<file path="src/rtl/plab5_mcore_mem_net_req_arbiter_pkg.sv">
// Shared definitions for the memory-request network arbiter: grant-id width,
// requester message slicing, and TDM defaults (used when PLAB5_MCORE_ARB_TDM_EN is set).
package plab5_mcore_mem_net_req_arbiter_pkg;

    localparam int unsigned TDM_DEF_SLOT_CYCLES = 16;
    localparam int unsigned TDM_DEF_DOMAIN_MASK = 0;

    // Grant-id width; never narrower than one bit.
    function automatic int unsigned gid_w(input int unsigned n);
        return (n > 1) ? $clog2(n) : 1;
    endfunction

    // LSB of requester i's message inside the flattened in_msg bus.
    function automatic int unsigned msg_lsb(input int unsigned i, input int unsigned nbits);
        return i * nbits;
    endfunction

endpackage

</file>
<file path="src/rtl/plab5_mcore_mem_net_req_arbiter_rr.sv">
// Combinational round-robin picker: first request at or after ptr_i, wrapping
// from p_num_reqs-1 back to 0. Returns one-hot grant, its index and a found flag.
module plab5_mcore_rr_arbiter
    import plab5_mcore_mem_net_req_arbiter_pkg::*;
#(
    parameter int unsigned p_num_reqs = 2
) (
    input  logic [p_num_reqs-1:0]        req_i,
    input  logic [gid_w(p_num_reqs)-1:0] ptr_i,
    output logic [p_num_reqs-1:0]        gnt_o,
    output logic [gid_w(p_num_reqs)-1:0] idx_o,
    output logic                         any_o
);
    localparam int unsigned IW = gid_w(p_num_reqs);

    logic [IW-1:0] j;

    always_comb begin
        gnt_o = '0;
        idx_o = '0;
        any_o = 1'b0;
        j     = '0;
        for (int k = 0; k < int'(p_num_reqs); k++) begin
            j = IW'((int'(ptr_i) + k) % int'(p_num_reqs));
            if (!any_o && req_i[j]) begin
                any_o    = 1'b1;
                gnt_o[j] = 1'b1;
                idx_o    = j;
            end
        end
    end

endmodule

</file>
<file path="src/rtl/plab5_mcore_mem_net_req_arbiter.sv">
// Round-robin arbiter sharing one network injection port between p_num_reqs
// request streams, with a single registered output stage. Macro PLAB5_MCORE_ARB_TDM_EN adds domain TDM slots.
module plab5_mcore_mem_net_req_arbiter
    import plab5_mcore_mem_net_req_arbiter_pkg::*;
#(
    parameter int unsigned p_num_reqs    = 2,
    parameter int unsigned p_msg_nbits   = 76,
    parameter int unsigned p_domain_mask = TDM_DEF_DOMAIN_MASK,
    parameter int unsigned p_slot_cycles = TDM_DEF_SLOT_CYCLES
) (
    input  logic                              clk,
    input  logic                              reset,
    input  logic [p_num_reqs-1:0]             in_val,
    output logic [p_num_reqs-1:0]             in_rdy,
    input  logic [p_num_reqs*p_msg_nbits-1:0] in_msg,
    output logic                              out_val,
    input  logic                              out_rdy,
    output logic [p_msg_nbits-1:0]            out_msg,
    output logic [gid_w(p_num_reqs)-1:0]      out_grant_id,
    input  logic                              sd
);
    localparam int unsigned N  = p_num_reqs;
    localparam int unsigned MW = p_msg_nbits;
    localparam int unsigned IW = gid_w(p_num_reqs);

    logic           out_val_q, out_val_d;
    logic [MW-1:0]  out_msg_q, out_msg_d;
    logic [IW-1:0]  gid_q, gid_d;
    logic           load_ok, xfer;
    logic [N-1:0]   gnt;
    logic [IW-1:0]  gidx, ptr_nxt;
    logic           gany;
    logic [MW-1:0]  msgs [N];

    // sd is a label for information-flow annotations only.
    logic unused_sd;
    assign unused_sd = sd;

    for (genvar g = 0; g < int'(N); g++) begin : g_slice
        assign msgs[g] = in_msg[msg_lsb(g, MW) +: MW];
    end

    assign load_ok = !out_val_q || out_rdy;
    assign in_rdy  = reset ? '0 : gnt;
    assign xfer    = gany && !reset;
    assign ptr_nxt = (gidx == IW'(N-1)) ? '0 : gidx + 1'b1;

`ifdef PLAB5_MCORE_ARB_TDM_EN
    localparam int unsigned CW = gid_w(p_slot_cycles);

    logic [CW-1:0]          cnt_q, cnt_d;
    logic                   slot_q, slot_d;
    logic [1:0][IW-1:0]     ptr_q, ptr_d;
    logic                   dead;
    logic [1:0][N-1:0]      dreq, dgnt;
    logic [1:0][IW-1:0]     didx;
    logic [1:0]             dany;

    // Last cycle of a slot never grants, so no message straddles a slot edge.
    assign dead = (cnt_q == CW'(p_slot_cycles - 1));

    for (genvar d = 0; d < 2; d++) begin : g_dom
        for (genvar i = 0; i < int'(N); i++) begin : g_req
            assign dreq[d][i] = in_val[i] && (p_domain_mask[i] == 1'(d)) &&
                                (slot_q == 1'(d)) && load_ok && !dead;
        end
        plab5_mcore_rr_arbiter #(.p_num_reqs(N)) u_rr (
            .req_i (dreq[d]),
            .ptr_i (ptr_q[d]),
            .gnt_o (dgnt[d]),
            .idx_o (didx[d]),
            .any_o (dany[d])
        );
    end

    assign gnt  = dgnt[0] | dgnt[1];
    assign gidx = slot_q ? didx[1] : didx[0];
    assign gany = |dany;

    always_comb begin
        cnt_d  = dead ? '0 : cnt_q + 1'b1;
        slot_d = dead ? !slot_q : slot_q;
        ptr_d  = ptr_q;
        if (xfer) ptr_d[slot_q] = ptr_nxt;
    end

    always_ff @(posedge clk) begin
        if (reset) begin
            cnt_q  <= '0;
            slot_q <= 1'b0;
            ptr_q  <= '0;
        end else begin
            cnt_q  <= cnt_d;
            slot_q <= slot_d;
            ptr_q  <= ptr_d;
        end
    end
`else
    logic [IW-1:0] ptr_q, ptr_d;

    logic unused_tdm;
    assign unused_tdm = ^{p_domain_mask, p_slot_cycles};

    plab5_mcore_rr_arbiter #(.p_num_reqs(N)) u_rr (
        .req_i (in_val & {N{load_ok}}),
        .ptr_i (ptr_q),
        .gnt_o (gnt),
        .idx_o (gidx),
        .any_o (gany)
    );

    assign ptr_d = xfer ? ptr_nxt : ptr_q;

    always_ff @(posedge clk) begin
        if (reset) ptr_q <= '0;
        else       ptr_q <= ptr_d;
    end
`endif

    // A new grant overwrites the register even while it drains: no bubble.
    always_comb begin
        out_val_d = out_val_q;
        out_msg_d = out_msg_q;
        gid_d     = gid_q;
        if (xfer) begin
            out_val_d = 1'b1;
            out_msg_d = msgs[gidx];
            gid_d     = gidx;
        end else if (out_rdy) begin
            out_val_d = 1'b0;
        end
    end

    always_ff @(posedge clk) begin
        if (reset) begin
            out_val_q <= 1'b0;
            out_msg_q <= '0;
            gid_q     <= '0;
        end else begin
            out_val_q <= out_val_d;
            out_msg_q <= out_msg_d;
            gid_q     <= gid_d;
        end
    end

    assign out_val      = out_val_q;
    assign out_msg      = out_msg_q;
    assign out_grant_id = gid_q;

endmodule

</file>
<file path="config.mk">
export PLATFORM = sky130hd
export DESIGN_NAME = plab5_mcore_mem_net_req_arbiter
export DESIGN_NICKNAME = d
export VERILOG_FILES = /design/src/rtl/plab5_mcore_mem_net_req_arbiter_pkg.sv /design/src/rtl/plab5_mcore_mem_net_req_arbiter_rr.sv /design/src/rtl/plab5_mcore_mem_net_req_arbiter.sv
export SDC_FILE = /design/constraint.sdc
export NUM_CORES = 1
export LEC_CHECK = 0
export CORE_MARGIN = 2
export CORE_UTILIZATION = 25
export CTS_CLUSTER_SIZE = 12
export DETAILED_ROUTE_END_ITERATION = 10
export SLEW_MARGIN = 15
export SYNTH_ARGS = -nofsm -noshare
export SYNTH_HDL_FRONTEND = slang
export SYNTH_SLANG_ARGS = --single-unit
export TNS_END_PERCENT = 100
</file>
<file path="constraint.sdc">
create_clock -name clk -period 1.6 [get_ports clk]
set_input_delay 0.16 -clock clk [delete_from_list [all_inputs] [get_ports clk]]
set_output_delay 0.16 -clock clk [all_outputs]
set_load 0.02 [all_outputs]
</file>
Fig. 1: I/O pins on the die edge
(4 px per um) Pins as bars across the die edge, other pins in gray.
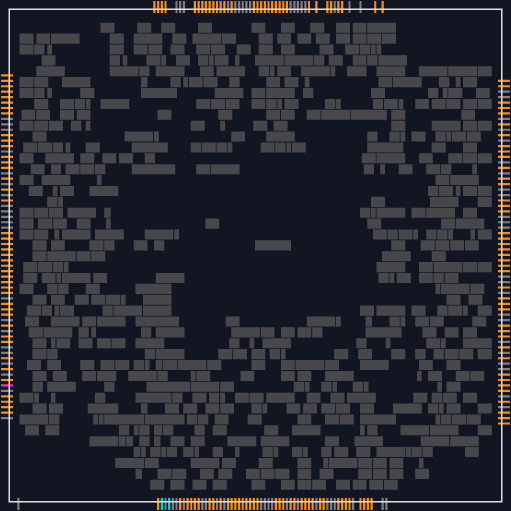
`in_msg` -> orange  # pins 152, direction input, edge 42 west, 41 east, 37 south, 32 north
`in_val` -> cyan  # pins 2, direction input, edge south
`out_val` -> magenta  # pins 1, direction output, edge west
all pins by edge = 64 west, 64 east, 61 south, 49 north
Die Ht: 123 um
IO Port Bufs: 236

Fig. 2: wires at chosen ports, followed through buffers
(2 px per um)
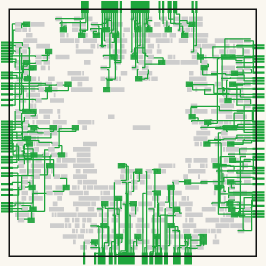
`in_msg` -> green  # bits 152, direction input, edge 42 west, 41 east, 37 south, 32 north, end cells 76, wire 3880 um
I/O pins: 238

Fig. 3: M2 wires
(4 px per um)
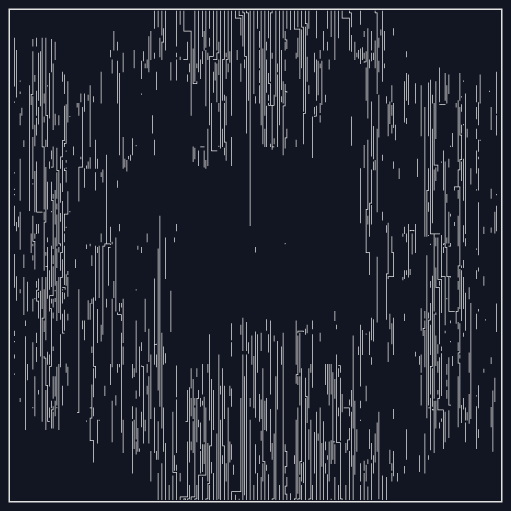
longest straight run = 53.7 um
share of all routed wire = 48%
final wirelength: 13.5 mm
vias: 3750
met2 global-route usage: 0.306

Fig. 4: metal layers overlaid
(2 px per um) Two of the layers only.
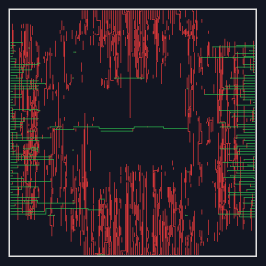
metal 2 -> red  # wire length 6450 um
metal 3 -> green  # wire length 1180 um
routed len/inst: 17.5 um
GRT Total Usage: 0.176

Fig. 5: cell placement
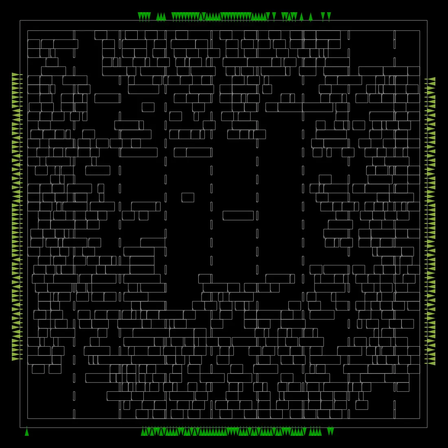
Post-Layout Cell Count: 770
number of well taps: 180
Seq cells: 79
sequential cell area share: 0.246

-- cells in the final DEF, fill, tap and decap left out, types with 2 or more instances in the layout --
cell / netlist / routed
a21oi_1: 3 / 3
inv_1: 78 / 78
buf_12: 0 / 5
buf_4: 1 / 10
a211oi_1: 76 / 76
bufinv_16: 0 / 3
a221o_1: 76 / 76
clkinv_2: 0 / 2
dfxtp_1: 79 / 78
nor2_1: 2 / 2
buf_2: 10 / 2
clkdlybuf4s50_1: 0 / 233
clkbuf_16: 0 / 9
-- registers in the layout, summed over array words and instances, names as in the netlist --
name          count
out_msg          76
out_grant_id      1
out_val           1
ptr_q             1
-- worst max-delay path, delay by kind of cell (launching register included) --
kind                   cells  cell delay [ns]
buffers and inverters      2             0.73
flip-flops                 1             0.32
-- routing by layer --
layer,routed length [um],track usage,vias up
li1,-,-,1818
met1,5600,0.202,1753
met2,6450,0.306,162
met3,1180,0.0525,17
met4,265,0.0711,0
met5,0,0,-
-- metrics by stage --
| step | utilization | setup slack (ns) |
|---|---|---|
| final | 0.465 | 0.0467 |
| after global routing | 0.465 | 0.00810 |
| after CTS | 0.465 | 0.0142 |
| after detailed placement | 0.440 | -0.322 |
| after global placement | 0.440 | -0.313 |
| after floorplan | - | 0.0490 |
-- logic make-up (layout without fill, tap and decap cells) --
family | count (synthesis) | in the layout | synth area share
compound gates | 158 | 158 | 0.393
flops | 79 | 79 | 0.449
buf+inv | 122 | 346 | 0.145
simple gates | 7 | 7 | 0.0131
-- layout make-up --
class                      count  area share
clock buffer                  10      0.0372
tap                          180      0.0350
multi-input combinational    165       0.223
inverter                      78      0.0455
sequential                    79       0.246
timing repair buffer         252       0.396
clock inverter                 6      0.0167
==> flow_metrics.env <==
# implementation run metrics
export IMPL_critPathSlowestCell="clkdlybuf4s50_1"
export IMPL_final_hold_viol_count=0
export IMPL_clock_latency_ns=0.34
export IMPL_synth_area_sq_um=3530
export IMPL_critPathMaxFanout=2
export IMPL_seq_area_sq_um=1580
export IMPL_first_pass_iters=4
export IMPL_layout_drive_gt1_share=0.0678
export IMPL_pg_seq_uw=2240
export IMPL_ctsResizeCount=5
export IMPL_top_cell="dfxtp_1"
export IMPL_fp_nets=524
export IMPL_syn_area_per_cell_sq_um=9.63
export IMPL_cts_root_buf="clkbuf_16"
export IMPL_logic_area_sq_um=1430
export IMPL_synth_area_top_cells="dfxtp_1 (45%), a221o_1 (22%), a211oi_1 (16%), inv_1 (8.3%), clkbuf_1 (2.8%)"
export IMPL_crit_chain="buf_4 -> clkdlybuf4s50_1"
export IMPL_whs_path_depth=3
export IMPL_n_fill_cell=1307
export IMPL_postSynthCellCount=366
export IMPL_yosys_top_cells_count="dfxtp_1 (79), inv_1 (78), a211oi_1 (76), a221o_1 (76), clkbuf_1 (26)"
export IMPL_dpl_cell_area_sq_um=6090
export IMPL_p_int_uw=4550
export IMPL_n_antenna_cell=0
export IMPL_ff2ff_path_depth=5
export IMPL_top_cell_area_share=0.449
export IMPL_gp_congestion=0.716
export IMPL_worstMarginPinSlew_ns=0.432
export IMPL_ys_seq_share=0.449
export IMPL_cts_tree="done"
export IMPL_vdd_drop_max_mv=0.542
export IMPL_crit_required_ns=1.44
export IMPL_antenna_found_initial=0
export IMPL_edf_count=0
export IMPL_setup_tns_ns=0
export IMPL_p_seq_frac=0.365
export IMPL_clk_pin_slew_worst_paths_ns=0.06
export IMPL_relSlewSlack=0.712
export IMPL_swShare=0.258
export IMPL_cp_arrival_ns=1.39
export IMPL_drt_iter0_drc=227
export IMPL_drv_cap=0
export IMPL_setup_violations=0
export IMPL_routed_via_density=4.87
export IMPL_drtAntennaViolNets=0
export IMPL_yosys_area_top_type="dfxtp_1"
export IMPL_p_clk_frac=0.392
export IMPL_yosys_warnings=0
export IMPL_h_tree_depth=3
export IMPL_hold_path_class="primary input to flip-flop"
export IMPL_fin_area_sq_um=6430
export IMPL_report_final_slew_viol_count=0
export IMPL_ctsHoldBuffers=0
export IMPL_core_sq_um=13800
export IMPL_p_total_uw=6130
export IMPL_power_group_top="clock"
export IMPL_r2r_end="out_msg[69]"
export IMPL_clock_sinks=79
export IMPL_grt_overflow_total=0
export IMPL_clockBufferDepth=2
export IMPL_drc=0
export IMPL_die_x_um=123
export IMPL_power_density_nw_per_um2=954
export IMPL_crit_type="flip-flop to output port"
export IMPL_first_global_vias=3911
export IMPL_start_kind="flip-flop"
export IMPL_cts_buffers_inserted=9
export IMPL_critPathMaxStageDelay_ns=0.62
export IMPL_p_comb_uw=1490
export IMPL_holdWs_ns=0.380
export IMPL_min_period_ns=1.55
export IMPL_chip_area_sq_um=15100
export IMPL_grt_max_degree=75
export IMPL_post_place_cells=754
export IMPL_synth_main_ff_cell="dfxtp_1"
export IMPL_fp_util=0.255
export IMPL_ys_area_sq_um=3530
export IMPL_synth_stat_cells=366
export IMPL_end_kind="output port"
export IMPL_hold_path_startpoint="reset"
export IMPL_p_sw_uw=1580
export IMPL_crit_start="out_val"
export IMPL_fmax_mhz=644
export IMPL_num_rows=43
export IMPL_grt_pass1_wl_mm=20.5
export IMPL_r2r_start="ptr_q"
export IMPL_ys_ff=79
export IMPL_ys_types=19
export IMPL_fin_skew_ns=0.00346
export IMPL_p_comb_frac=0.243
export IMPL_reg2reg_slack_ns=0.07
export IMPL_postCtsSetupRepairBufs=0
export IMPL_hpwl_mm=9.27
export IMPL_final_nets=743
export IMPL_syn2layout_area_growth_pct=82.4
export IMPL_leakagePower_uw=0.00233
export IMPL_endpoint="out_val"
export IMPL_status="finished, final reports clean"
export IMPL_holdPathEnd="out_val"
export IMPL_async_reset_ff_frac=0
export IMPL_fin_crit_sh=0.971
export IMPL_log_warning_count=27
export IMPL_grt_setup_unrepaired="false"
export IMPL_clk_power_uw=2400
